**src/rtl/uart_arb_pkg.sv**
```systemverilog
// Shared definitions for the UART transmit arbiter: FSM encoding, tag base, requester limit.
package uart_arb_pkg;

  typedef enum logic [2:0] {
    ST_ARB       = 3'd0,
    ST_TAG       = 3'd1,
    ST_ACCEPT    = 3'd2,
    ST_ISSUE     = 3'd3,
    ST_WAIT_BUSY = 3'd4,
    ST_WAIT_DONE = 3'd5
  } state_t;

  localparam logic [7:0] TAG_BASE_DEFAULT = 8'hA0;
  localparam int         N_REQ_MAX        = 8;

endpackage

```
**src/rtl/uart_rr_pick.sv**
```systemverilog
// Rotating priority encoder: first set bit of i_req at or above i_ptr, wrapping; purely combinational.
module uart_rr_pick #(
  parameter int N = 4,
  parameter int W = $clog2(N)
) (
  input  logic [N-1:0] i_req,
  input  logic [W-1:0] i_ptr,
  output logic [W-1:0] o_idx,
  output logic         o_found
);

  logic [W-1:0] w_idx;

  // Walk from the farthest offset down so the nearest requester wins.
  always_comb begin
    o_idx   = '0;
    o_found = 1'b0;
    w_idx   = '0;
    for (int k = N - 1; k >= 0; k--) begin
      w_idx = W'((int'(i_ptr) + k) % N);
      if (i_req[w_idx]) begin
        o_idx   = w_idx;
        o_found = 1'b1;
      end
    end
  end

endmodule

```
**src/rtl/uart_tx_arbiter.sv**
```systemverilog
// Round-robin, packet-locked sharing of one UART transmitter among N_REQ byte streams.
// Build option UART_ARB_TAG_EN prefixes each packet with a TAG_BASE|grant_id byte.
module uart_tx_arbiter
  import uart_arb_pkg::*;
#(
  parameter int         N_REQ        = 4,
  parameter int         IDLE_TIMEOUT = 1000,
  parameter logic [7:0] TAG_BASE     = TAG_BASE_DEFAULT
) (
  input  logic                     clk,
  input  logic                     rst,
  input  logic [N_REQ-1:0]         req_valid,
  input  logic [8*N_REQ-1:0]       req_data,
  input  logic [N_REQ-1:0]         req_last,
  output logic [N_REQ-1:0]         req_ready,
  output logic [7:0]               uart_tx_data,
  output logic                     uart_tx_en,
  input  logic                     uart_tx_busy,
  output logic [$clog2(N_REQ)-1:0] grant_id,
  output logic                     grant_active,
  output logic                     abort_pulse
);

  localparam int             GW      = $clog2(N_REQ);
  localparam int             CW      = $clog2(IDLE_TIMEOUT + 2);
  localparam logic [CW-1:0]  TO_LAST = CW'((IDLE_TIMEOUT > 0) ? IDLE_TIMEOUT - 1 : 0);
  localparam logic [GW-1:0]  LAST_ID = GW'(N_REQ - 1);

  if (N_REQ < 2 || N_REQ > N_REQ_MAX) begin : g_bad_n
    $error("uart_tx_arbiter: N_REQ out of range");
  end

  state_t        r_state, w_next;
  logic [GW-1:0] r_grant, r_rr, w_pick;
  logic          w_found, r_active, r_last;
  logic [7:0]    r_hold, r_tx_data;
  logic [CW-1:0] r_cnt;
  logic          w_accept, w_release, w_timeout;
  logic [7:0]    w_bytes [N_REQ];

  for (genvar g = 0; g < N_REQ; g++) begin : g_bytes
    assign w_bytes[g] = req_data[8*g +: 8];
  end

  uart_rr_pick #(.N(N_REQ), .W(GW)) u_pick (
    .i_req   (req_valid),
    .i_ptr   (r_rr),
    .o_idx   (w_pick),
    .o_found (w_found)
  );

  assign w_timeout    = (IDLE_TIMEOUT != 0) && (r_cnt == TO_LAST);
  assign uart_tx_data = (r_state == ST_ISSUE) ? r_hold : r_tx_data;
  assign grant_id     = r_grant;
  assign grant_active = r_active;

  always_comb begin
    w_next      = r_state;
    req_ready   = '0;
    uart_tx_en  = 1'b0;
    abort_pulse = 1'b0;
    w_accept    = 1'b0;
    w_release   = 1'b0;
    case (r_state)
      ST_ARB: begin
        if (w_found) begin
`ifdef UART_ARB_TAG_EN
          w_next = ST_TAG;
`else
          w_next = ST_ACCEPT;
`endif
        end
      end
`ifdef UART_ARB_TAG_EN
      ST_TAG: w_next = ST_ISSUE;
`endif
      ST_ACCEPT: begin
        req_ready[r_grant] = 1'b1;
        // A byte arriving on the timeout cycle is still taken.
        if (req_valid[r_grant]) begin
          w_accept = 1'b1;
          w_next   = ST_ISSUE;
        end else if (w_timeout) begin
          abort_pulse = 1'b1;
          w_release   = 1'b1;
          w_next      = ST_ARB;
        end
      end
      ST_ISSUE: begin
        uart_tx_en = 1'b1;
        w_next     = ST_WAIT_BUSY;
      end
      ST_WAIT_BUSY: if (uart_tx_busy) w_next = ST_WAIT_DONE;
      ST_WAIT_DONE: begin
        if (!uart_tx_busy) begin
          if (r_last) begin
            w_release = 1'b1;
            w_next    = ST_ARB;
          end else begin
            w_next = ST_ACCEPT;
          end
        end
      end
      default: w_next = ST_ARB;
    endcase
  end

  always_ff @(posedge clk or posedge rst) begin
    if (rst) begin
      r_state   <= ST_ARB;
      r_grant   <= '0;
      r_rr      <= '0;
      r_active  <= 1'b0;
      r_last    <= 1'b0;
      r_hold    <= '0;
      r_tx_data <= '0;
      r_cnt     <= '0;
    end else begin
      r_state <= w_next;
      // The tag is preloaded on grant; untagged builds overwrite it in ACCEPT before any ISSUE.
      if (r_state == ST_ARB && w_found) begin
        r_grant  <= w_pick;
        r_active <= 1'b1;
        r_hold   <= TAG_BASE | 8'(w_pick);
        r_last   <= 1'b0;
      end
      if (w_accept) begin
        r_hold <= w_bytes[r_grant];
        r_last <= req_last[r_grant];
      end
      if (r_state == ST_ISSUE) r_tx_data <= r_hold;
      if (w_accept || w_release)      r_cnt <= '0;
      else if (r_state == ST_ACCEPT)  r_cnt <= r_cnt + 1'b1;
      if (w_release) begin
        r_active <= 1'b0;
        r_rr     <= (r_grant == LAST_ID) ? '0 : r_grant + 1'b1;
      end
    end
  end

  a_no_issue_while_busy: assert property (
    @(posedge clk) disable iff (rst) (r_state == ST_ISSUE) |-> !uart_tx_busy);

endmodule

```
**config.mk**
```make
export PLATFORM = sky130hd
export DESIGN_NAME = uart_tx_arbiter
export DESIGN_NICKNAME = d
export VERILOG_FILES = /design/src/rtl/uart_arb_pkg.sv /design/src/rtl/uart_rr_pick.sv /design/src/rtl/uart_tx_arbiter.sv
export SDC_FILE = /design/constraint.sdc
export NUM_CORES = 1
export LEC_CHECK = 0
export CORE_ASPECT_RATIO = 1.5
export CORE_MARGIN = 4
export CORE_UTILIZATION = 40
export CTS_BUF_LIST = sky130_fd_sc_hd__clkbuf_4
export CTS_CLUSTER_SIZE = 20
export DETAILED_ROUTE_END_ITERATION = 16
export PLACE_DENSITY_LB_ADDON = 0.12
export SYNTH_ARGS = -nofsm -noshare
export SYNTH_HDL_FRONTEND = slang
export SYNTH_SLANG_ARGS = --single-unit
export TNS_END_PERCENT = 50
```
**constraint.sdc**
```tcl
create_clock -name clk -period 2.1 [get_ports clk]
set_clock_uncertainty 0.05 [all_clocks]
set_input_delay 0.315 -clock clk [delete_from_list [all_inputs] [get_ports clk]]
set_output_delay 0.315 -clock clk [all_outputs]
set_load 0.02 [all_outputs]
```
### Routed clock nets over the placement

Scale: 4 px per um.
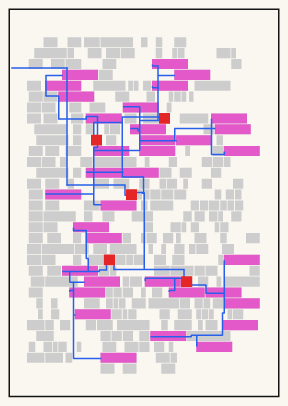
[red] cells driving clock nets | count: 5
[magenta] flip-flops | count: 35
[blue] clock wires | length: 449 um
routed clock nets: 6
insertion delay to the later sink of the worst-skew pair: 0.35 ns
clock group total power: 604 uW

### Wire density map

Scale: 4 px per um. The die is cut into 13 by 19 equal tiles; white is low, dark blue is high, scaled to the fullest tile. Values are wire area over tile area, all layers added.
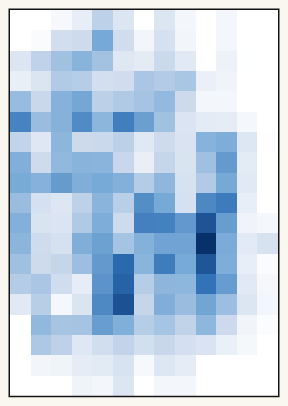
fullest tile: 0.49
mean over tiles: 0.13
nearly empty tiles: 16%
Tot GR Track Use: 0.174
via count: 1871
WL/cell: 15.1 um
Final Routed Wirelength: 5.24 mm

[routing by layer]
layer	track usage	share of wire	vias to the layer above
met5	0	0	-
met2	0.323	0.56	58
met1	0.186	0.37	915
li1	-	-	886
met3	0.0405	0.048	12
met4	0.0677	0.023	0
[where the power goes]
part | switching [uW] | internal [uW] | leakage [uW]
Sequential | 123 | 880 | 0.000451
Clock | 234 | 370 | 0.0000514
Combinational | 942 | 904 | 0.000885
Total | 1300 | 2150 | 0.00139
[area by class of cell]
| type | instances | area, um^2 |
|---|---|---|
| inverter | 11 | 41.3 |
| clock buffer | 5 | 37.5 |
| timing repair buffer | 91 | 811 |
| sequential | 35 | 876 |
| fill | 437 | 1870 |
| clock inverter | 3 | 67.6 |
| tap | 66 | 82.6 |
| multi-input combinational | 135 | 1140 |
[metrics by stage]
step / setup slack (ns) / hold WS, ns
final: 0.0873 / 0.296
after detailed placement: -0.287 / 0.433
after CTS: -0.0995 / 0.314
after floorplan: 0.0354 / 0.404
after global routing: 0.00156 / 0.368
after global placement: -0.262 / 0.425
[cells by family (layout without fill, tap and decap cells)]
kind of cell / after synthesis / count (layout) / share of synthesized area
AOI/OAI and AO/OA: 43 / 43 / 0.153
xor gates and xnor gates: 3 / 3 / 0.0126
adders and majority gates: 5 / 5 / 0.0300
buffers and inverters: 21 / 110 / 0.0456
DFF: 35 / 35 / 0.420
muxes: 20 / 20 / 0.161
and+or+nand+nor: 64 / 64 / 0.178
[sequential cells by signal, indices dropped and copies added, names as in the netlist]
signal        flops
r_last            1
grant_active      1
r_hold            8
r_state           3
grant_id          2
r_cnt            10
r_tx_data         8
r_rr              2
[layout by cell type (no fill, tap or decap), types with 6 or more instances in the layout]
cell type / netlist / routed
a21oi_1: 10 / 10
and3_1: 9 / 9
buf_2: 4 / 6
buf_4: 1 / 29
clkdlybuf4s50_1: 0 / 45
dfrtp_1: 35 / 35
inv_1: 11 / 11
mux2_2: 8 / 8
mux4_2: 10 / 10
nand2_1: 11 / 10
nor2_1: 12 / 12
[worst max path at each step]
| stage | startpoint | end | slack [ns] |
|---|---|---|---|
| 2_1_floorplan | grant_id[0]$_DFFE_PP0P_ | abort_pulse | 0.04 |
| 3_3_place_gp | req_valid[3] | abort_pulse | -0.26 |
| 3_5_place_dp | req_valid[3] | abort_pulse | -0.29 |
| 4_1_cts | r_cnt[4]$_DFFE_PP0P_ | abort_pulse | -0.1 |
| 5_1_grt | r_state[1]$_DFFE_PP0P_ | uart_tx_data[4] | 0.002 |
| 6_report | r_state[1]$_DFFE_PP0P_ | uart_tx_data[4] | 0.09 |
[critical path: stages (launching register included)]
cell and delay (ns):
dfrtp_1 0.40, nor2b_2 0.17, nand2_2 0.11, buf_12 0.13, mux2_2 0.34, buf_2 0.16
[timing repair]
action / in CTS / in global routing
setup buffers: 0 / 1
pin swaps: 1 / 3
gates cloned: 0 / 1
resized: 42 / 20
setup endpoints to repair: 14 / 19
hold endpoints to repair: 0 / 0
==> run_results.csv <==
group,metric,value,unit
timing,rsz_0062_raised_after_global_routing,"true",
power_and_ir_drop,total_leakage_power,0.00139,uW
synthesis,synthCells,191,
synthesis,ys_top_cells_by_count,"dfrtp_1 (35), nor2_1 (12), inv_1 (11), nand2_1 (11)",
critical_path,critical_path_required,1.74,ns
timing,timing_hold_violations_final,0,
critical_path,crit_path_start_kind,"register",
critical_path,arr_time_crit_path,1.65,ns
floorplan,num_rows,31,
critical_path,timing.critical_path.fanout_max,6,
synthesis,synth.top_cell.area_share,0.420,
critical_path,worst_r2r_endpoint,"r_cnt[5]$_DFFE_PP0P_",
flow_run,max_cap_violations,0,
critical_path,critical_path.reg2reg.startpoint,"r_state[0]$_DFFE_PP0P_",
cells_and_area,drive_above_1_share,0.311,
routing,drc,0,
power_and_ir_drop,p_total,3450,uW
synthesis,syn-cell-area,2090,um^2
synthesis,synthFlopType,"dfrtp_1",
synthesis,synth.yosys.chip_area,2090,um^2
outcome,status,"complete, no violations",
cts,cts-buffers-inserted,5,
timing,final.period_utilization,0.958,
placement,placement.io_buffers,59,
cts,cts.clk_slew.worst_paths,0.11,ns
cells_and_area,fin_util,0.621,
cells_and_area,fin_area,3060,um^2
min_path,worst_hold_path_type,"input port to asynchronous set/reset pin",
grt,overflow,0,
power_and_ir_drop,power_density,1130,nW/um^2
floorplan,die_h,96.5,um
timing,clock.fmax,497,MHz
placement,post_place_cell_area,2950,um^2
critical_path,worst_setup_path_end_kind,"output pin",
grt,via_count_of_the_first_global_routing_pass,1918,
synthesis,ys_ff,35,
synthesis,synthMostInstantiatedCell,"dfrtp_1",
cts,tritoncts_clock_tree,"built",
routing,drtIter0Drc,64,
cts,cts.sink_count,35,
synthesis,post-synth-top-area-cell,"dfrtp_1",
Power figures rest on the tool's default switching activity, not on a simulated workload.
